Design loop_issue_scheduler, sky130hd; sources not shown.
run_1/floorplan.png
Scale bar: 20 um. Pins as bars on the die edge. Tap cells in gray.
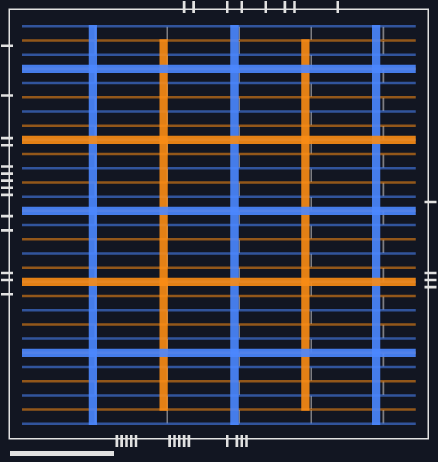
VDD: shown in orange. VSS: shown in blue.
5 straps on met5. 40 signal pins sit on the boundary. 29 met1 rails follow the rows.
VDD IR-drop max: 154 uV
die height: 82 um
Die Wd: 80 um

run_1/class_map.png
Scale bar: 20 um.
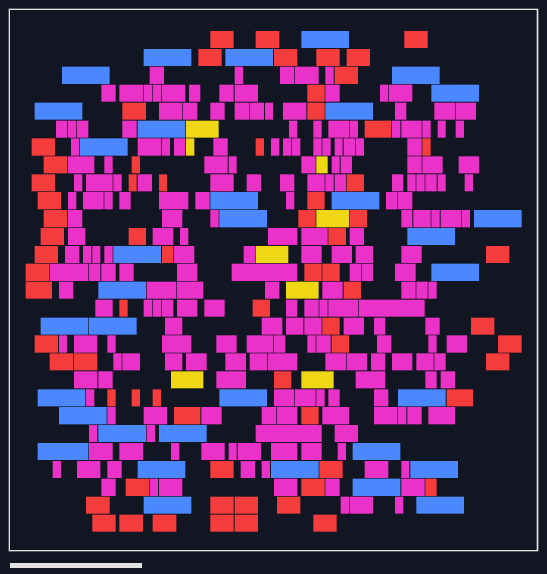
clock drivers and dummy loads: shown in yellow, cells 8, share of their area 3.1%. remaining logic cells: shown in magenta, cells 223, share of their area 53%. remaining buffers and delay cells: shown in red, cells 69, share of their area 20%. registers: shown in blue, cells 34, share of their area 23%.
utilization after layout: 52.4%
fin area: 0.00301 sq mm
CORE AREA: 0.00575 sq mm
flop share of the area: 22.7%
row count: 28

run_1/clock_wires.png
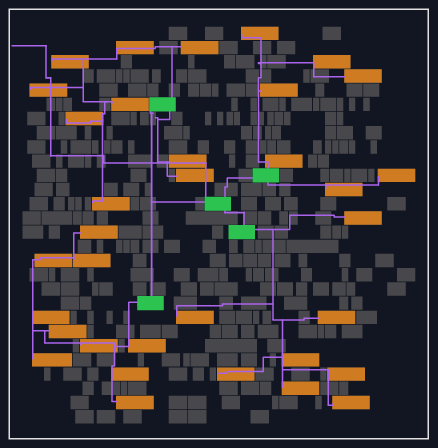
flip-flops: shown in orange, count 34. clock wires: shown in purple, length 535 um. clock-net drivers: shown in green, count 5.
There are 6 routed clock nets. Position of the flops: all over the die.
clock-net power: 0.291 mW
Worst-Skew Late Latency: 0.29 ns
clock group share of total power: 31.4%

==> results.txt, run 1 <==
status - completed
FP Util - 39.1%
GRT overflow - 0
Log Warnings - 27
DP Worst Slack - -0.821 ns
antenna violations before repair - 0
I/O pin count - 40
CTS tree - yes
relative slew slack - 49.9%
Yosys Instances - 272
critical path arrival - 2.73 ns
Final Max Tran Viols - 0
drt pass-1 iters - 4
Diodes inserted - 0
largest net degree at the start of global routing - 11
synth warn - 0
fillers - 554
Post-synth ARST share - 0%
first-pass GRT wire length - 10,900 um
Residual DRC - 0
Cells after Synth - 272
sequential fraction of the synthesis area - 30.3%
# setup viols final - 0
setup slack after layout - 0.0699 ns
Post-Syn Area - 0.00224 sq mm
==> run 1: stage by stage <==
stage	setup TNS, ns	std cells	utilization (%)	area [sq um]
2_1_floorplan	0	272	-	2260
3_3_place_gp	-0.906	386	47.7	2740
3_5_place_dp	-0.821	386	47.7	2740
4_1_cts	0	406	51.4	2960
5_1_grt	-0.0485	409	52.4	3010
6_report	0	409	52.4	3010
==> run 1: where the power goes <==
group	leakage, nW	internal [mW]	switching [mW]
clock network	0.0482	0.148	0.143
registers	0.277	0.373	0.0174
logic	0.867	0.115	0.132
total	1.19	0.636	0.293
==> run 1: cells by family (layout without fill, tap and decap cells) <==
family	Yosys count	in the layout	share of synthesized area [%]
flops	34	34	30.3
xor+xnor	20	20	7.80
fa+ha+maj	2	2	1.11
simple gates	135	135	32.5
buf+inv	20	82	4.46
mux	24	24	10.8
compound gates	37	37	13.0
==> run 1: layer usage <==
layer  vias to the layer above  global-route usage [%]  wire (um)
met5                         -                       0          0
met4                         0                    8.47        100
met3                         9                    3.19        247
met2                        56                    34.1       2980
met1                      1065                    29.7       3390
li1                       1120                       -          -
==> run 1: layout make-up <==
class / instances / area share [%]
multi-input combinational: 218 / 51.0
sequential: 34 / 22.7
timing repair buffer: 55 / 17.0
tap: 75 / 3.12
clock buffer: 7 / 2.87
buffer: 14 / 2.58
inverter: 5 / 0.624
clock inverter: 1 / 0.166
==> run 1: worst max-delay path, stage by stage, from the launching register on <==
cell and delay [ns]:
dfxtp_2 0.36, inv_1 0.07, ha_1 0.18, or3b_4 0.42
buf_4 0.17, o41a_1 0.47, a21oi_1 0.17, nand4_1 0.23
nor3_4 0.19, buf_6 0.18
==> run 1: what timing repair did <==
item                                    CTS  global route
endpoints found under the setup margin    1            13
cloned                                    0             0
pin swaps                                 4             3
setup buffers                            13             3
gates resized                            12             5
==> run 2, diff against run 1 <==
Settings changed: SKIP_CTS_REPAIR_TIMING set to 1.
run_2/layers.png
Scale bar: 20 um. Only two layers are drawn.
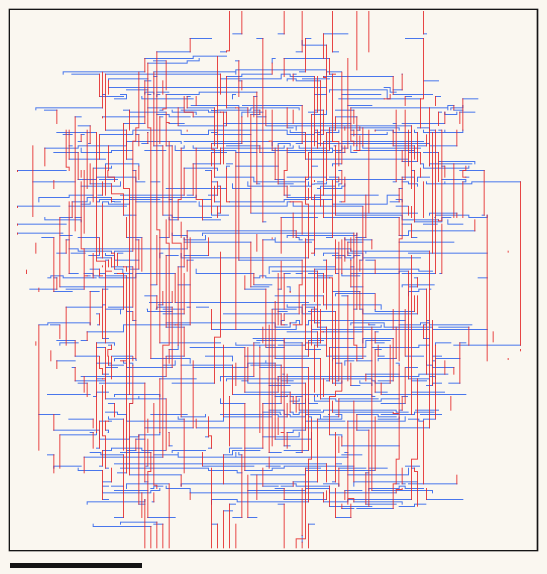
M2: shown in red, wire length 2,920 um. M1: shown in blue, wire length 3,300 um.
via count: 2,209
Avg WL per Cell: 16.4 um
gr usage total: 20.7%
drt total wl: 6540 um

==> run 2 against run 1 <==
The run now ends with negative setup slack left. Die size unchanged. Synthesized cell count unchanged. Sequential power about the same. Maximum frequency decreased by 3.5%. Global-route usage decreased by 0.90 points. Count of clock-buffer cells in the layout unchanged. Final cell count decreased by 2.4%. Sequential share of layout area increased by 0.70 points. Combinational power decreased by 7%. Worst hold slack got worse by 0.0041 ns.
==> results.txt, run 2 <==
critical path arrival - 2.86 ns (was 2.73 ns)
VDD IR-drop max - 152 uV (was 154 uV)
metal3 WL - 209 um (was 247 um)
M2 GR Usage - 31.9% (was 34.1%)
Final Max Tran Viols - 0 (unchanged)
placed insts - 386 (unchanged)
failing checks - negative setup slack
Yosys Instances - 272 (unchanged)
I/O pin count - 40 (unchanged)
met3 Resource Use GR - 3.19% (unchanged)
# setup viols final - 1 (was 0)
switch share - 31.2% (was 31.5%)
layer with the highest usage - met2 (unchanged)
GRT overflow - 0 (unchanged)
clock group share of total power - 32.0% (was 31.4%)
status - complete, but fails checks (was completed)
first-pass GRT wire length - 10,500 um (was 10,900 um)
die height - 82 um (unchanged)
internal power - 0.626 mW (was 0.636 mW)
GR Layer Usage met1 - 28.8% (was 29.7%)
Post-synth ARST share - 0% (unchanged)
Sw Pwr - 0.284 mW (was 0.293 mW)
Reg power frac - 42.9% (was 42.0%)
utilization after layout - 50.8% (was 52.4%)
Top Metal Used - met4 (unchanged)
FP Util - 39.1% (unchanged)
Worst-Skew Late Latency - 0.29 ns (about the same)
synth warn - 0 (unchanged)
drt pass-1 iters - 4 (unchanged)
Cells after Synth - 272 (unchanged)
Log Warnings - 27 (unchanged)
Die Wd - 80 um (unchanged)
Post-Syn Area - 0.00224 sq mm (unchanged)
Diodes inserted - 0 (unchanged)
sequential fraction of the synthesis area - 30.3% (unchanged)
relative slew slack - 51.4% (was 49.9%)
row count - 28 (unchanged)
CORE AREA - 0.00575 sq mm (unchanged)
antenna violations before repair - 0 (unchanged)
setup slack after layout - -0.0639 ns (was 0.0699 ns)
[run 2: layout make-up]
type                    count  area, sq um  area share [%]
plain buffers              14         77.6            2.66
clock buffers               7         86.3            2.96
clock inverters             1         5.00           0.172
inverters                   5         18.8           0.643
multi-input cells         218         1520            52.0
flip-flops and latches     34          682            23.4
well taps                  75         93.8            3.22
repair buffers             45          437            15.0
[run 2: per-stage QoR]
step	hold slack, ns	cell area (sq um)	power, mW	TNS, ns
after floorplan	0.284	2260	0.545	0
after global placement	0.305	2740	0.608	-0.906
after detailed placement	0.311	2740	0.608	-0.821
after CTS	0.328	2830	0.899	-1.17
after global routing	0.349	2920	0.953	-0.185
final	0.319	2920	0.910	-0.0639
[run 2: cell families after synthesis]
logic type      synth area share [%]
flops                           30.3
simple gates                    32.5
fa+ha+maj                       1.11
buf+inv                         4.46
xor+xnor                        7.80
mux                             10.8
compound gates                  13.0
[run 2: worst max-delay path, stage by stage, from the launching register on]
cell and delay (ns):
dfxtp_2 0.36, inv_1 0.07, ha_2 0.19, or3b_4 0.45
o41ai_4 0.27, or3b_1 0.40, nor4_2 0.17, nand4_1 0.26
nor3_4 0.23, buf_6 0.18
[run 2: power groups by stage]
| stage | logic [mW] | clock network [mW] | registers [mW] |
|---|---|---|---|
| after floorplan | 0.151 | 0 | 0.394 |
| after global placement | 0.211 | 0 | 0.396 |
| after detailed placement | 0.211 | 0 | 0.397 |
| after CTS | 0.214 | 0.297 | 0.388 |
| after global routing | 0.251 | 0.311 | 0.392 |
| final | 0.229 | 0.291 | 0.390 |
No activity file was given, so power comes from the tool's default toggle rates.
